--- src/rtl/seg_display_scan.sv ---
// seg_display_scan
//   Time-multiplexed driver for the stopwatch's 4-digit 7-segment display.
//   One digit is lit per scan slot. The first cycle of every slot is a dead
//   cycle with all anodes off, which stops the previous digit ghosting into
//   the next one. While ADJ=1 the digit chosen by SEL blinks.
//
// Ports
//   clk_c     in   1  system clock
//   reset_c   in   1  asynchronous active-low reset
//   sec_ones  in   4  BCD seconds units
//   sec_tens  in   4  BCD seconds tens
//   min_ones  in   4  BCD minutes units
//   min_tens  in   4  BCD minutes tens
//   ADJ       in   1  adjust mode, enables blinking
//   SEL       in   2  digit under adjust (0 sec_ones .. 3 min_tens)
//   seg       out  7  segments {g,f,e,d,c,b,a}, active-low
//   dp        out  1  decimal point / colon, active-low
//   an        out  4  digit anodes, active-low; an[0]=sec_ones .. an[3]=min_tens
module seg_display_scan #(
  parameter int SCAN_DIV  = 100000,
  parameter int BLINK_DIV = 12500000
) (
  input  logic       clk_c,
  input  logic       reset_c,
  input  logic [3:0] sec_ones,
  input  logic [3:0] sec_tens,
  input  logic [3:0] min_ones,
  input  logic [3:0] min_tens,
  input  logic       ADJ,
  input  logic [1:0] SEL,
  output logic [6:0] seg,
  output logic       dp,
  output logic [3:0] an
);

  localparam int SCAN_W  = (SCAN_DIV  > 2) ? $clog2(SCAN_DIV)  : 1;
  localparam int BLINK_W = (BLINK_DIV > 2) ? $clog2(BLINK_DIV) : 1;

  localparam logic [SCAN_W-1:0]  SCAN_LAST  = SCAN_W'(SCAN_DIV - 1);
  localparam logic [BLINK_W-1:0] BLINK_LAST = BLINK_W'(BLINK_DIV - 1);

  localparam logic [3:0] AN_OFF  = 4'b1111;
  localparam logic [6:0] SEG_OFF = 7'b111_1111;

  // Colon sits between minutes and seconds, i.e. on the min_ones digit.
  localparam logic [1:0] COLON_IDX = 2'd2;

  logic [SCAN_W-1:0]  scan_cnt;
  logic [1:0]         idx;
  logic [BLINK_W-1:0] blink_cnt;
  logic               phase;

  logic [SCAN_W-1:0]  scan_cnt_nxt;
  logic [1:0]         idx_nxt;
  logic [BLINK_W-1:0] blink_cnt_nxt;
  logic               phase_nxt;
  logic [3:0]         an_nxt;
  logic [6:0]         seg_nxt;
  logic               dp_nxt;

  logic [3:0]         digit;
  logic               dead;
  logic               blanked;

  function automatic logic [6:0] decode(input logic [3:0] d);
    logic [6:0] s;
    case (d)
      4'd0:    s = 7'h40;
      4'd1:    s = 7'h79;
      4'd2:    s = 7'h24;
      4'd3:    s = 7'h30;
      4'd4:    s = 7'h19;
      4'd5:    s = 7'h12;
      4'd6:    s = 7'h02;
      4'd7:    s = 7'h78;
      4'd8:    s = 7'h00;
      4'd9:    s = 7'h10;
      default: s = SEG_OFF;
    endcase
    return s;
  endfunction

  // Digits are not latched: the currently selected input feeds the decoder.
  always_comb begin
    digit = sec_ones;
    case (idx)
      2'd0: digit = sec_ones;
      2'd1: digit = sec_tens;
      2'd2: digit = min_ones;
      2'd3: digit = min_tens;
      default: digit = sec_ones;
    endcase
  end

  assign dead    = (scan_cnt == '0);
  assign blanked = ADJ && phase && (idx == SEL);

  always_comb begin
    scan_cnt_nxt = scan_cnt + 1'b1;
    idx_nxt      = idx;
    if (scan_cnt == SCAN_LAST) begin
      scan_cnt_nxt = '0;
      idx_nxt      = idx + 2'd1;
    end
  end

  // Blink timer only runs in adjust mode; leaving adjust clears it so that
  // re-entering always starts with the digit visible.
  always_comb begin
    blink_cnt_nxt = '0;
    phase_nxt     = 1'b0;
    if (ADJ) begin
      blink_cnt_nxt = blink_cnt + 1'b1;
      phase_nxt     = phase;
      if (blink_cnt == BLINK_LAST) begin
        blink_cnt_nxt = '0;
        phase_nxt     = ~phase;
      end
    end
  end

  always_comb begin
    an_nxt  = ~(4'b0001 << idx);
    seg_nxt = decode(digit);
    dp_nxt  = (idx == COLON_IDX) ? 1'b0 : 1'b1;
    if (dead || blanked) begin
      an_nxt = AN_OFF;
    end
    if (dead) begin
      dp_nxt = 1'b1;
    end
  end

  always_ff @(posedge clk_c or negedge reset_c) begin
    if (!reset_c) begin
      scan_cnt  <= '0;
      idx       <= 2'd0;
      blink_cnt <= '0;
      phase     <= 1'b0;
      an        <= AN_OFF;
      seg       <= SEG_OFF;
      dp        <= 1'b1;
    end else begin
      scan_cnt  <= scan_cnt_nxt;
      idx       <= idx_nxt;
      blink_cnt <= blink_cnt_nxt;
      phase     <= phase_nxt;
      an        <= an_nxt;
      seg       <= seg_nxt;
      dp        <= dp_nxt;
    end
  end

endmodule

--- config.mk ---
export PLATFORM = sky130hd
export DESIGN_NAME = seg_display_scan
export DESIGN_NICKNAME = d
export VERILOG_FILES = /design/src/rtl/seg_display_scan.sv
export SDC_FILE = /design/constraint.sdc
export NUM_CORES = 1
export LEC_CHECK = 0
export ABC_AREA = 1
export CORE_AREA = 3 3 94 96
export DETAILED_ROUTE_END_ITERATION = 16
export DIE_AREA = 0 0 97 99
export SLEW_MARGIN = 25
export SYNTH_ARGS = -nofsm -noshare
export SYNTH_HDL_FRONTEND = slang
export SYNTH_SLANG_ARGS = --single-unit
--- constraint.sdc ---
create_clock -name clk_c -period 2.4 [get_ports clk_c]
set_input_delay 0.36 -clock clk_c [delete_from_list [all_inputs] [get_ports clk_c]]
set_output_delay 0.36 -clock clk_c [all_outputs]
set_load 0.05 [all_outputs]
Figure 1. Logic cells by family.
The bar under the picture is 20 um long.
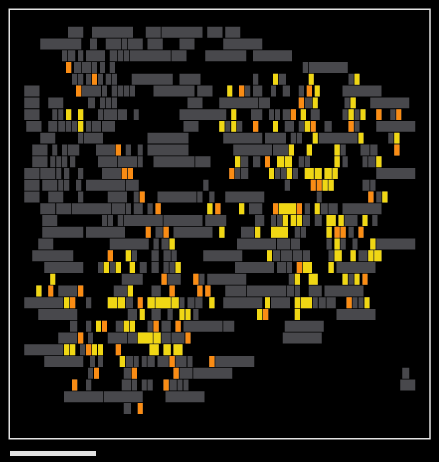
- orange: inv cells (cells 60)
- yellow: nor cells (cells 103)
Comb/total area: 41.7%
Final Non-Filler Cells: 592
dominant logic cell type in the layout: nand2_1

==> results.cfg <==
; physical design summary
[flow_run]
warnings = 33
maxCapViolations = 0

[worst_setup_path]
cp-start-kind = flop
critPathKind = flop to output pin
worstPathMaxFanout = 1

[timing]
tightest_slew_ps = 523
fin_setup_tns_ps = 0

[die]
core_area_um2 = 8130
io_pins = 33
fp-row-count = 33
fp-utilization_pct = 39.7
die_area_um2 = 9600

[routing]
wire_per_inst_um = 11.7
drcViolationCount = 0
ant_nets = 0
drt_iter0_markers = 60

[power]
peakVddDrop_uv = 193
leakage_nw = 1.77
cellPowerDensity_nw_per_um2 = 465

[synthesis]
synth_area_um2 = 3230
yosysCellCount = 444
yosysTopAreaCellShare_pct = 34.1
yosys.area.top_type = dfrtp_1
netlist_instances = 444

[clocking]
ctsResizeCount = 0
path_clk_slew_ps = 100
insertion_delay_ps = 310
cts_buffer_depth = 2
clockRootBuffer = clkbuf_8

[grt]
grt_pass1_wl_um = 12100
grt_usage_pct = 15.3
grt_pass1_vias = 2556

[status]
status = finished clean

[finish]
syn_to_final_growth_pct = 18.0
drive_above_1_share_pct = 10.7
num_antenna_cells = 0
Figure 2. Metal layers overlaid.
The bar under the picture is 20 um long.
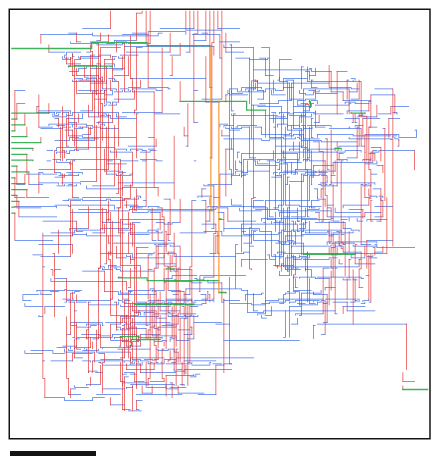
- red: M2 (wire length 3,220 um)
- blue: M1 (wire length 3,410 um)
- green: M3 (wire length 211 um)
- orange: M4 (wire length 82.3 um)

[cells in the mapped netlist, drive strengths merged]
cell	n
and3	1
o22ai	1
inv	59
nand3	27
xor2	7
or2	4
nand3b	1
ha	11
nor3b	1
a21oi	6
nor3	13
nor2	89
o21ai	8
clkinv	1
o21bai	2
o31ai	1
xnor2	5
dfstp	12
dfrtp	44
nand4	11
nand2	140
[final cells by class]
type | instances | area, um^2
Timing Repair Buffer | 35 | 340
Clock inverter | 3 | 42.5
Sequential cell | 56 | 1420
Clock buffer | 5 | 68.8
Tap cell | 105 | 131
Multi-Input combinational cell | 328 | 1590
Fill cell | 802 | 4320
Inverter | 60 | 225
[per-layer routing]
metal,up-vias,GRT usage [%],share of wire [%]
met4,0,4.32,1.2
met5,-,0,0
met2,45,24.7,47
li1,1460,-,-
met3,6,2.90,3.0
met1,1200,21.0,49
[stage by stage]
stage / util [%] / cell area, um^2 / worst slack [ps] / power (mW) / hold WS (ps)
floorplan: - / 3230 / 660 / 1.08 / 64.4
global placement: 45.4 / 3690 / 542 / 1.16 / 326
detailed placement: 45.4 / 3690 / 474 / 1.17 / 333
CTS: 46.9 / 3820 / 365 / 1.81 / 494
global route: 46.9 / 3820 / 220 / 1.86 / 514
finish: 46.9 / 3820 / 395 / 1.77 / 488
[worst paths after layout]
check	endpoint	slack, ps	cells after the start	from
setup / recovery	an[2]	400	1	an[2]$_DFF_PN1_
hold / removal	scan_cnt[0]$_DFF_PN0_	490	1	scan_cnt[0]$_DFF_PN0_
setup reg to reg	seg[3]$_DFF_PN1_	450	11	idx[0]$_DFFE_PN0N_
hold reg to reg	scan_cnt[0]$_DFF_PN0_	490	1	scan_cnt[0]$_DFF_PN0_
max in group asynchronous	an[3]$_DFF_PN1_	1190	3	reset_c
min in group asynchronous	blink_cnt[4]$_DFF_PN0_	500	2	reset_c
[layout by cell type, fill, tap and decap left out, types with 6 or more instances in the layout]
cell type	instances
nor2_1	80
nand2_1	133
nand4_1	10
nor2_2	7
dfstp_2	12
xor2_1	7
inv_2	6
clkdlybuf4s50_1	31
ha_1	11
dfrtp_1	44
nor3_1	11
nand2_2	7
a21oi_1	6
inv_1	53
nand3_1	26
[what timing repair did]
| item | in CTS | in global routing |
|---|---|---|
| buffers inserted | 0 | 0 |
| hold buffers | 1 | 0 |
| hold endpoints to repair | 16 | 0 |
[cell families (layout without fill, tap and decap cells)]
group / count (synthesis) / count (layout) / share of synthesized area [%]
and+or+nand+nor: 287 / 287 / 38.5
buffers and inverters: 60 / 103 / 6.97
DFF: 56 / 56 / 43.8
AOI/OAI and AO/OA: 18 / 18 / 3.17
xor gates and xnor gates: 12 / 12 / 3.25
adders and majority gates: 11 / 11 / 4.26
[flip-flops by register name (all words and copies together) (netlist names)]
signal / cells
seg: 7
scan_cnt: 17
phase: 1
dp: 1
blink_cnt: 24
idx: 2
an: 4
[power by group]
part | switching, mW | leakage [nW] | internal, mW | total (mW)
registers | 0.00797 | 0.723 | 0.967 | 0.975
logic | 0.104 | 0.996 | 0.0666 | 0.170
clock network | 0.318 | 0.0541 | 0.309 | 0.627
total | 0.429 | 1.77 | 1.34 | 1.77
Power is estimated from default activity; no workload was simulated.
